===== src/rtl/ysyx_22040127_pkg.sv =====
// Shared constants and grant encoding for the write-back arbiter and its scoreboard.
package ysyx_22040127_pkg;

    localparam int ADDR_WIDTH = 5;
    localparam int DATA_WIDTH = 64;
    localparam int NUM_REGS   = 32;

    typedef enum logic {
        GNT_S0 = 1'b0,
        GNT_S1 = 1'b1
    } grant_e;

endpackage


===== src/rtl/ysyx_22040127_scoreboard.sv =====
// Per-register busy bits used by issue for RAW stalls; set from issue, cleared on register file commit.
module ysyx_22040127_scoreboard #(
    parameter int ADDR_WIDTH = 5
) (
    input  logic                  clk,
    input  logic                  rst,
    input  logic                  i_set_en,
    input  logic [ADDR_WIDTH-1:0] i_set_addr,
    input  logic                  i_clr_en,
    input  logic [ADDR_WIDTH-1:0] i_clr_addr,
    input  logic [ADDR_WIDTH-1:0] i_rs1_addr,
    input  logic [ADDR_WIDTH-1:0] i_rs2_addr,
    output logic                  o_rs1_busy,
    output logic                  o_rs2_busy,
    output logic                  o_any_busy
);

    localparam int NUM = 1 << ADDR_WIDTH;

    logic [NUM-1:0] r_busy;
    logic [NUM-1:0] w_busy_nxt;

    // Set is applied after clear so a newly issued producer survives an older commit.
    always_comb begin
        w_busy_nxt = r_busy;
        if (i_clr_en) begin
            w_busy_nxt[i_clr_addr] = 1'b0;
        end
        if (i_set_en) begin
            w_busy_nxt[i_set_addr] = 1'b1;
        end
        w_busy_nxt[0] = 1'b0;
    end

    always_ff @(posedge clk or posedge rst) begin
        if (rst) begin
            r_busy <= '0;
        end else begin
            r_busy <= w_busy_nxt;
        end
    end

    assign o_rs1_busy = r_busy[i_rs1_addr];
    assign o_rs2_busy = r_busy[i_rs2_addr];
    assign o_any_busy = |r_busy;

endmodule


===== src/rtl/ysyx_22040127_wb_arbiter.sv =====
// Round-robin sharing of the register file write port between EXU (s0) and LSU/MDU (s1),
// with a one-cycle output stage, x0 write suppression and the busy scoreboard.
module ysyx_22040127_wb_arbiter #(
    parameter int ADDR_WIDTH = ysyx_22040127_pkg::ADDR_WIDTH,
    parameter int DATA_WIDTH = ysyx_22040127_pkg::DATA_WIDTH
) (
    input  logic                  clk,
    input  logic                  rst,
    input  logic                  s0_valid,
    output logic                  s0_ready,
    input  logic [ADDR_WIDTH-1:0] s0_addr,
    input  logic [DATA_WIDTH-1:0] s0_data,
    input  logic                  s1_valid,
    output logic                  s1_ready,
    input  logic [ADDR_WIDTH-1:0] s1_addr,
    input  logic [DATA_WIDTH-1:0] s1_data,
    input  logic                  sb_set_en,
    input  logic [ADDR_WIDTH-1:0] sb_set_addr,
    input  logic [ADDR_WIDTH-1:0] rs1_addr,
    input  logic [ADDR_WIDTH-1:0] rs2_addr,
    output logic                  rs1_busy,
    output logic                  rs2_busy,
    output logic                  rf_wen,
    output logic [ADDR_WIDTH-1:0] rf_waddr,
    output logic [DATA_WIDTH-1:0] rf_wdata,
    output logic                  idle
);

    import ysyx_22040127_pkg::*;

    grant_e                  r_last_grant;
    logic                    r_wen;
    logic [ADDR_WIDTH-1:0]   r_waddr;
    logic [DATA_WIDTH-1:0]   r_wdata;

    logic                    w_gnt0;
    logic                    w_gnt1;
    logic                    w_accept;
    logic [ADDR_WIDTH-1:0]   w_addr;
    logic [DATA_WIDTH-1:0]   w_data;
    logic                    w_any_busy;

    // On contention the source that did not win last time is granted.
    always_comb begin
        w_gnt0 = s0_valid && (!s1_valid || (r_last_grant == GNT_S1));
        w_gnt1 = s1_valid && (!s0_valid || (r_last_grant == GNT_S0));
    end

    assign w_accept = w_gnt0 || w_gnt1;
    assign w_addr   = w_gnt1 ? s1_addr : s0_addr;
    assign w_data   = w_gnt1 ? s1_data : s0_data;
    assign s0_ready = w_gnt0;
    assign s1_ready = w_gnt1;

    // x0 targets still handshake but never raise the write enable.
    always_ff @(posedge clk or posedge rst) begin
        if (rst) begin
            r_last_grant <= GNT_S1;
            r_wen        <= 1'b0;
            r_waddr      <= '0;
            r_wdata      <= '0;
        end else begin
            r_wen <= w_accept && (w_addr != '0);
            if (w_accept) begin
                r_waddr      <= w_addr;
                r_wdata      <= w_data;
                r_last_grant <= w_gnt1 ? GNT_S1 : GNT_S0;
            end
        end
    end

    ysyx_22040127_scoreboard #(
        .ADDR_WIDTH (ADDR_WIDTH)
    ) u_scoreboard (
        .clk        (clk),
        .rst        (rst),
        .i_set_en   (sb_set_en),
        .i_set_addr (sb_set_addr),
        .i_clr_en   (r_wen),
        .i_clr_addr (r_waddr),
        .i_rs1_addr (rs1_addr),
        .i_rs2_addr (rs2_addr),
        .o_rs1_busy (rs1_busy),
        .o_rs2_busy (rs2_busy),
        .o_any_busy (w_any_busy)
    );

    assign rf_wen   = r_wen;
    assign rf_waddr = r_waddr;
    assign rf_wdata = r_wdata;
    assign idle     = !w_any_busy && !r_wen;

endmodule


===== config.mk =====
export PLATFORM = sky130hd
export DESIGN_NAME = ysyx_22040127_wb_arbiter
export DESIGN_NICKNAME = d
export VERILOG_FILES = /design/src/rtl/ysyx_22040127_pkg.sv /design/src/rtl/ysyx_22040127_scoreboard.sv /design/src/rtl/ysyx_22040127_wb_arbiter.sv
export SDC_FILE = /design/constraint.sdc
export NUM_CORES = 1
export LEC_CHECK = 0
export ABC_AREA = 0
export CORE_ASPECT_RATIO = 1.2
export CORE_MARGIN = 4
export CORE_UTILIZATION = 44
export DETAILED_ROUTE_END_ITERATION = 12
export PLACE_DENSITY = 0.82
export SKIP_CTS_REPAIR_TIMING = 1
export SYNTH_ARGS = -nofsm -noshare
export SYNTH_HDL_FRONTEND = slang
export SYNTH_SLANG_ARGS = --single-unit

===== constraint.sdc =====
create_clock -name clk -period 4.7 [get_ports clk]
set_clock_uncertainty 0.1 [all_clocks]
set_input_delay 1.175 -clock clk [delete_from_list [all_inputs] [get_ports clk]]
set_output_delay 1.175 -clock clk [all_outputs]
set_load 0.1 [all_outputs]

==> notes.md <==
fresh numbers from the pnr run: outcome finished, final reports clean, Pins Over Slew Limit 0, ys flops 102, drt via density 5.78, # IOs 233, HPWL Detailed 15.4 mm, placer congestion estimate 1.01, Post-Layout Cell Count 1,030, CTS tree built, Core Util, Final 0.677, Met2 Wirelength 10.4 mm, minimum clock period 4360 ps, Synth Area per Inst 8.50 sq um, CTS root buf clkbuf_16, GR Util met1 0.322, placed cells 1,014, initial antenna violation count 0, CTS clk-pin slew, worst paths 70 ps, met2 GRT Util 0.468, main area contributors after synthesis dfrtp_1 (45%), a21oi_1 (12%), o21ai_0 (12%), ys cells 660, WL final 20.7 mm, Seq share, synth 0.455, cell area after synthesis 0.00561 sq mm, clock latency on the worst-skew pair 340 ps, final setup vio count 0, fmax 229 MHz, Core Box Area 0.0123 sq mm, hold_sp u_scoreboard.r_busy[24], largest net degree at the start of global routing 125, CTS sink count 102, vias in the first global route 6,041, end of the critical path rs2_busy, ratio of cells with drive above 1 in the final layout 0.0472, Port Buffer Count 232, Pre-Place Util 0.457, Clock Path Buffers 2, critical path peak fanout 7, commonest cells after routing, fill and taps aside clkdlybuf4s50_1 (226), a21oi_1 (134), o21ai_0 (134), r2r endpoint rf_waddr[1], Max Cap Violations 0, area share, top type 0.451, die extent in x 111 microns, R2R cell count 6, Hold Slack 504 ps, Worst setup SP type input pin, Area after DPL 0.00803 sq mm, DR WL/cell 20.1 microns
==> worst max-delay path: stages <==
cell and delay (ps):
clkdlybuf4s50_1 680, mux4_2 540, nand2b_1 150, o2111ai_1 130, nand4_1 180, buf_12 210
==> cells in the mapped netlist <==
library cell	n
dfstp_2	1
nor2b_1	4
nor4_1	8
a22oi_1	4
o211ai_1	2
and2_1	1
dfrtp_1	101
a211oi_1	2
a21oi_1	134
inv_1	4
a21boi_0	1
clkbuf_1	27
nor2_1	8
buf_2	13
o2111ai_1	2
or4_1	2
mux2i_1	23
nand3_1	12
mux4_2	6
nand4_1	4
buf_4	1
or3b_2	5
nand2b_1	69
nand3b_1	10
nand2_1	75
o21ai_0	134
or3_1	2
buf_1	5
==> registers in the layout, summed over array words and instances, names as in the netlist <==
register	count
r_last_grant	1
rf_wen	1
rf_wdata	64
u_scoreboard.r_busy	31
rf_waddr	5
==> where the power goes <==
| part | switching [mW] | internal [mW] | total, mW |
|---|---|---|---|
| sequential | 0.284 | 1.09 | 1.38 |
| clock | 0.331 | 0.376 | 0.707 |
| combinational | 1.03 | 0.508 | 1.54 |
==> cell families (layout without fill, tap and decap cells) <==
kind of cell / Yosys count / in the layout / share of synthesized area
buffers and inverters: 50 / 259 / 0.0370
AND-OR/OR-AND: 279 / 279 / 0.254
multiplexers: 29 / 29 / 0.0651
AND/OR/NAND/NOR: 200 / 200 / 0.188
flip-flops: 102 / 102 / 0.455
==> cell type report <==
cell class / count / area, sq um
clock inverter: 4 / 31.3
inverter: 4 / 17.5
sequential: 102 / 2550
fill: 985 / 3970
tap: 161 / 201
clock buffer: 12 / 246
multi-input combinational: 508 / 2850
timing repair buffer: 239 / 2410
Figure 1. Drive-strength map.
Drawn at 4 px/micron.
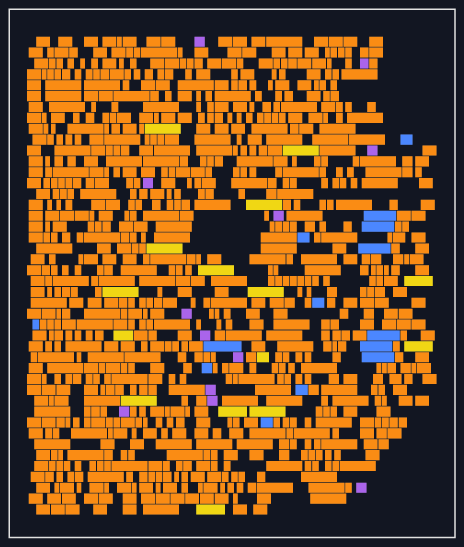
- x2: blue (cells 14; most used mux4_2)
- x6 and larger: yellow (cells 15; most used clkbuf_16)
- x1 and smaller: orange (cells 828; most used clkdlybuf4s50_1)
- x3 and x4: purple (cells 12; most used buf_4)

Figure 2. Met2 routing.
Drawn at 3 px/micron.
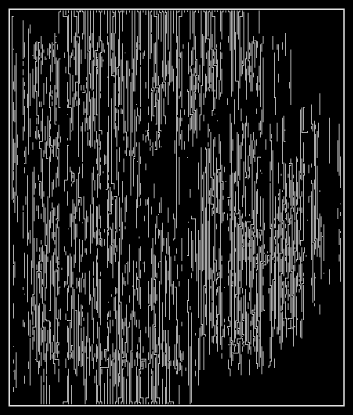
- wire length on this layer: 10,400 microns
- share of all routed wire: 50%

No activity file was given, so power comes from the tool's default toggle rates.
